$ cat src/rtl/mem_port_arbiter.sv
// rtl/mem_port_arbiter.sv - arbitrates one single-ported memory between instruction fetch (I) and load/store (D)
//
// Purpose:
//   Serialises fetch and load/store accesses onto one memory port with a
//   req/ack handshake. D normally wins. A streak limiter forces an I grant
//   after MAX_D_STREAK consecutive D grants made while I was waiting.
//   Optional performance counters are built only when the ARB_PERF_EN macro is defined.
//
// Ports:
//   clock, reset                        rising-edge clock, asynchronous active-high reset
//   i_req/i_addr -> i_rdata/i_ready     fetch request and one-cycle completion
//   i_stall                             i_req & ~i_ready
//   d_req/d_we/d_addr/d_wdata           load/store request
//   d_rdata/d_ready                     load data and one-cycle completion
//   d_stall                             d_req & ~d_ready
//   mem_req/mem_we/mem_addr/mem_wdata   registered memory request, held until mem_ack
//   mem_rdata/mem_ack                   memory response, any latency
//   perf_i_cnt/perf_d_cnt/perf_cfl_cnt  grant and conflict counters (0 without ARB_PERF_EN)
module mem_port_arbiter #(
    parameter int ADDR_W       = 32,
    parameter int DATA_W       = 32,
    parameter int MAX_D_STREAK = 4
) (
    input  logic              clock,
    input  logic              reset,
    input  logic              i_req,
    input  logic [ADDR_W-1:0] i_addr,
    output logic [DATA_W-1:0] i_rdata,
    output logic              i_ready,
    output logic              i_stall,
    input  logic              d_req,
    input  logic              d_we,
    input  logic [ADDR_W-1:0] d_addr,
    input  logic [DATA_W-1:0] d_wdata,
    output logic [DATA_W-1:0] d_rdata,
    output logic              d_ready,
    output logic              d_stall,
    output logic              mem_req,
    output logic              mem_we,
    output logic [ADDR_W-1:0] mem_addr,
    output logic [DATA_W-1:0] mem_wdata,
    input  logic [DATA_W-1:0] mem_rdata,
    input  logic              mem_ack,
    output logic [31:0]       perf_i_cnt,
    output logic [31:0]       perf_d_cnt,
    output logic [31:0]       perf_cfl_cnt
);

    localparam logic [2:0] S_IDLE   = 3'd0;
    localparam logic [2:0] S_BUSY_I = 3'd1;
    localparam logic [2:0] S_BUSY_D = 3'd2;
    localparam logic [2:0] S_DONE_I = 3'd3;
    localparam logic [2:0] S_DONE_D = 3'd4;

    localparam logic [3:0] STREAK_MAX = 4'(MAX_D_STREAK);

    logic [2:0]        state_q, state_d;
    logic [3:0]        streak_q, streak_d;
    logic              mem_req_q, mem_req_d;
    logic              mem_we_q, mem_we_d;
    logic [ADDR_W-1:0] mem_addr_q, mem_addr_d;
    logic [DATA_W-1:0] mem_wdata_q, mem_wdata_d;
    logic [DATA_W-1:0] i_rdata_q, i_rdata_d;
    logic [DATA_W-1:0] d_rdata_q, d_rdata_d;
    logic              i_ready_q, i_ready_d;
    logic              d_ready_q, d_ready_d;

    logic grant_d;
    logic grant_i;

    // D wins unless I is waiting and D has already had its full streak.
    assign grant_d = d_req & ~(i_req & (streak_q == STREAK_MAX));
    assign grant_i = ~grant_d & i_req;

    always_comb begin
        state_d     = state_q;
        streak_d    = streak_q;
        mem_req_d   = mem_req_q;
        mem_we_d    = mem_we_q;
        mem_addr_d  = mem_addr_q;
        mem_wdata_d = mem_wdata_q;
        i_rdata_d   = i_rdata_q;
        d_rdata_d   = d_rdata_q;
        i_ready_d   = 1'b0;
        d_ready_d   = 1'b0;

        case (state_q)
            S_IDLE: begin
                if (grant_d) begin
                    state_d     = S_BUSY_D;
                    mem_req_d   = 1'b1;
                    mem_we_d    = d_we;
                    mem_addr_d  = d_addr;
                    mem_wdata_d = d_wdata;
                    // Only D grants that actually overtook a waiting I count.
                    if (!i_req) begin
                        streak_d = 4'd0;
                    end else if (streak_q != STREAK_MAX) begin
                        streak_d = streak_q + 4'd1;
                    end
                end else if (grant_i) begin
                    state_d    = S_BUSY_I;
                    mem_req_d  = 1'b1;
                    mem_we_d   = 1'b0;
                    mem_addr_d = i_addr;
                    streak_d   = 4'd0;
                end else begin
                    streak_d = 4'd0;
                end
            end
            S_BUSY_I: begin
                if (mem_ack) begin
                    state_d   = S_DONE_I;
                    mem_req_d = 1'b0;
                    i_rdata_d = mem_rdata;
                    i_ready_d = 1'b1;
                end
            end
            S_BUSY_D: begin
                if (mem_ack) begin
                    state_d   = S_DONE_D;
                    mem_req_d = 1'b0;
                    // A store completes without touching the last load result.
                    if (!mem_we_q) begin
                        d_rdata_d = mem_rdata;
                    end
                    d_ready_d = 1'b1;
                end
            end
            S_DONE_I, S_DONE_D: begin
                state_d = S_IDLE;
            end
            default: begin
                state_d   = S_IDLE;
                mem_req_d = 1'b0;
            end
        endcase
    end

    always_ff @(posedge clock or posedge reset) begin
        if (reset) begin
            state_q     <= S_IDLE;
            streak_q    <= 4'd0;
            mem_req_q   <= 1'b0;
            mem_we_q    <= 1'b0;
            mem_addr_q  <= '0;
            mem_wdata_q <= '0;
            i_rdata_q   <= '0;
            d_rdata_q   <= '0;
            i_ready_q   <= 1'b0;
            d_ready_q   <= 1'b0;
        end else begin
            state_q     <= state_d;
            streak_q    <= streak_d;
            mem_req_q   <= mem_req_d;
            mem_we_q    <= mem_we_d;
            mem_addr_q  <= mem_addr_d;
            mem_wdata_q <= mem_wdata_d;
            i_rdata_q   <= i_rdata_d;
            d_rdata_q   <= d_rdata_d;
            i_ready_q   <= i_ready_d;
            d_ready_q   <= d_ready_d;
        end
    end

`ifdef ARB_PERF_EN
    logic [31:0] perf_i_q, perf_i_d;
    logic [31:0] perf_d_q, perf_d_d;
    logic [31:0] perf_cfl_q, perf_cfl_d;

    always_comb begin
        perf_i_d   = perf_i_q;
        perf_d_d   = perf_d_q;
        perf_cfl_d = perf_cfl_q;
        if (state_q == S_IDLE && grant_d) begin
            perf_d_d = perf_d_q + 32'd1;
        end
        if (state_q == S_IDLE && grant_i) begin
            perf_i_d = perf_i_q + 32'd1;
        end
        if (state_q == S_BUSY_D && i_req) begin
            perf_cfl_d = perf_cfl_q + 32'd1;
        end
    end

    always_ff @(posedge clock or posedge reset) begin
        if (reset) begin
            perf_i_q   <= '0;
            perf_d_q   <= '0;
            perf_cfl_q <= '0;
        end else begin
            perf_i_q   <= perf_i_d;
            perf_d_q   <= perf_d_d;
            perf_cfl_q <= perf_cfl_d;
        end
    end

    assign perf_i_cnt   = perf_i_q;
    assign perf_d_cnt   = perf_d_q;
    assign perf_cfl_cnt = perf_cfl_q;
`else
    assign perf_i_cnt   = 32'd0;
    assign perf_d_cnt   = 32'd0;
    assign perf_cfl_cnt = 32'd0;
`endif

    assign mem_req   = mem_req_q;
    assign mem_we    = mem_we_q;
    assign mem_addr  = mem_addr_q;
    assign mem_wdata = mem_wdata_q;
    assign i_rdata   = i_rdata_q;
    assign d_rdata   = d_rdata_q;
    assign i_ready   = i_ready_q;
    assign d_ready   = d_ready_q;

    // Pipeline freeze signals; combinational so a stage unfreezes in the ready cycle.
    assign i_stall = i_req & ~i_ready_q;
    assign d_stall = d_req & ~d_ready_q;

endmodule

$ cat config.mk
export PLATFORM = sky130hd
export DESIGN_NAME = mem_port_arbiter
export DESIGN_NICKNAME = d
export VERILOG_FILES = /design/src/rtl/mem_port_arbiter.sv
export SDC_FILE = /design/constraint.sdc
export NUM_CORES = 1
export LEC_CHECK = 0
export ABC_AREA = 1
export CAP_MARGIN = 20
export CORE_AREA = 4 4 140 142
export DETAILED_ROUTE_END_ITERATION = 12
export DIE_AREA = 0 0 144 146
export PLACE_DENSITY = 0.76
export SLEW_MARGIN = 20
export SYNTH_ARGS = -nofsm -noshare
export SYNTH_HDL_FRONTEND = slang
export SYNTH_SLANG_ARGS = --single-unit
$ cat constraint.sdc
create_clock -name clock -period 11.6 [get_ports clock]
set_clock_uncertainty 0.05 [all_clocks]
set_input_delay 1.16 -clock clock [delete_from_list [all_inputs] [get_ports clock]]
set_output_delay 1.16 -clock clock [all_outputs]
set_load 0.02 [all_outputs]
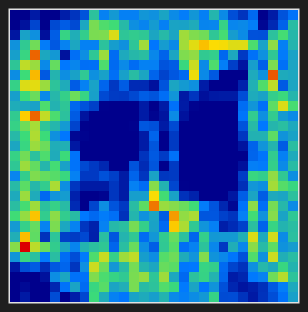
(images/metal_density.png)
Scale: 2 px per µm. The die is cut into 29 by 29 equal tiles; dark blue is low, red is high, scaled to the fullest tile. Values are wire area over tile area, all layers added.
15% of the tiles are nearly empty. The densest ninth of the die: bottom middle. The mean over all tiles is 0.15. The fullest tile reaches 0.50. The emptiest ninth of the die: middle. 16% of the tiles are over half the peak.

==> results.py <==
# Synthesis and PnR figures
metrics = {
    "final_timing": {
        "finalWorstSetupSlack_ns": 7.63,
        "period_used_share": 0.342,
        "min_period_ns": 3.97,
        "holdWs_ns": 0.424,
        "setup_tns_ns": 0,
        "drv_slew": 0,
        "setup_viol_count_final": 0,
    },
    "outcome": {
        "status": "finished clean",
    },
    "clocking": {
        "ctsResizeCount": 0,
        "cts_buffers": 17,
        "root_buffer": "clkbuf_16",
        "post-cts-setup-buffers": 0,
        "postCtsHoldBufs": 0,
        "insertion_delay_ns": 0.41,
        "cts_max_level": 4,
        "cts.path.max_buffers": 2,
        "clock-sinks": 139,
    },
    "worst_hold_path": {
        "holdPathEnd": "mem_wdata[25]$_DFFE_PP0P_",
        "whs_path_depth": 2,
        "hold_class": "register to register",
    },
    "power_and_ir_drop": {
        "power.density_nw_per_um2": 263,
        "clkPwrFrac": 0.194,
        "p_comb_mw": 1.23,
        "pg_seq_mw": 0.831,
        "p_total_mw": 2.55,
    },
    "critical_path": {
        "cp_num_cells": 5,
        "cp-endpoint": "d_stall",
        "crit_type": "input port to primary output",
        "start_kind": "input port",
        "rr_startpoint": "streak_q[0]$_DFFE_PP0P_",
        "cp.arrival_ns": 2.76,
        "end_kind": "primary output",
        "cp_common_cell": "clkdlybuf4s50_1",
        "cp_top_family": "buffers and inverters",
        "rr_worst_depth": 9,
    },
    "yosys": {
        "fa_ha_area_frac": 0.00371,
        "syn_avg_cell_area_um2": 8.55,
        "yosys.area_share.simple": 0.238,
        "ff_type": "dfrtp_1",
        "area_leaders": "dfrtp_1 (52%), nand2_1 (15%), buf_4 (11%), inv_1 (4.2%), nand3b_1 (3.6%)",
        "ys_sh_aoi": 0.0539,
        "synth_flop_count": 139,
        "postSynthSeqShare": 0.516,
        "top_logic_kind": "simple AND/OR/NAND/NOR gates",
        "top_area_cell": "dfrtp_1",
    },
    "global_routing": {
        "first_global_vias": 5695,
        "grt_util_met2": 0.293,
        "grt_max_degree": 73,
    },
    "placed_design": {
        "gp_congestion": 0.760,
        "post-place-ws_ns": 7.53,
        "portBuffers": 267,
    },
    "layout": {
        "comb_cells": 533,
        "utilization": 0.525,
        "lay_top_cells": "nand2_1 (269), clkdlybuf4s50_1 (267), dfrtp_1 (139), conb_1 (96), inv_1 (74)",
        "buffers_excl_clock": 271,
        "seq_area_frac": 0.359,
        "nClkBuffers": 20,
        "nonClkBufAreaFrac": 0.279,
        "flop-count": 139,
        "comb_area_um2": 2370,
        "syn_to_final_growth_pct": 43.8,
        "register_area_um2": 3480,
        "dominant-cell-class": "sequential cells",
        "final_cells": 1289,
        "postLayoutCellArea_um2": 9690,
    },
    "drt": {
        "dr_wl_met2_um": 9120,
        "dr.pass1.iters": 5,
        "wl_met1_um": 7120,
        "route.met3.wl_um": 1900,
        "vias": 5648,
        "drt_iter0_drc": 244,
    },
    "die": {
        "chipArea_um2": 21000,
        "core_um2": 18500,
        "n_tap_cell": 234,
        "die_y_um": 146,
    },
}
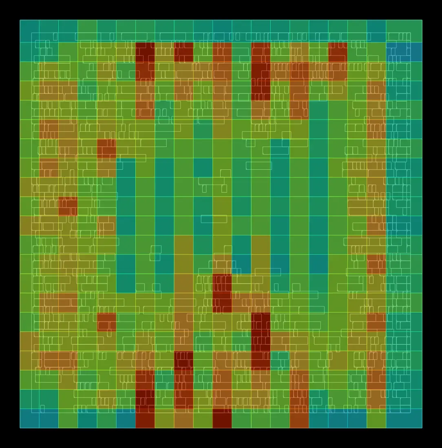
(images/congestion.png)
DR WL/cell: 14.4 µm
GRT Util Overall: 0.171
GR peak layer: met2

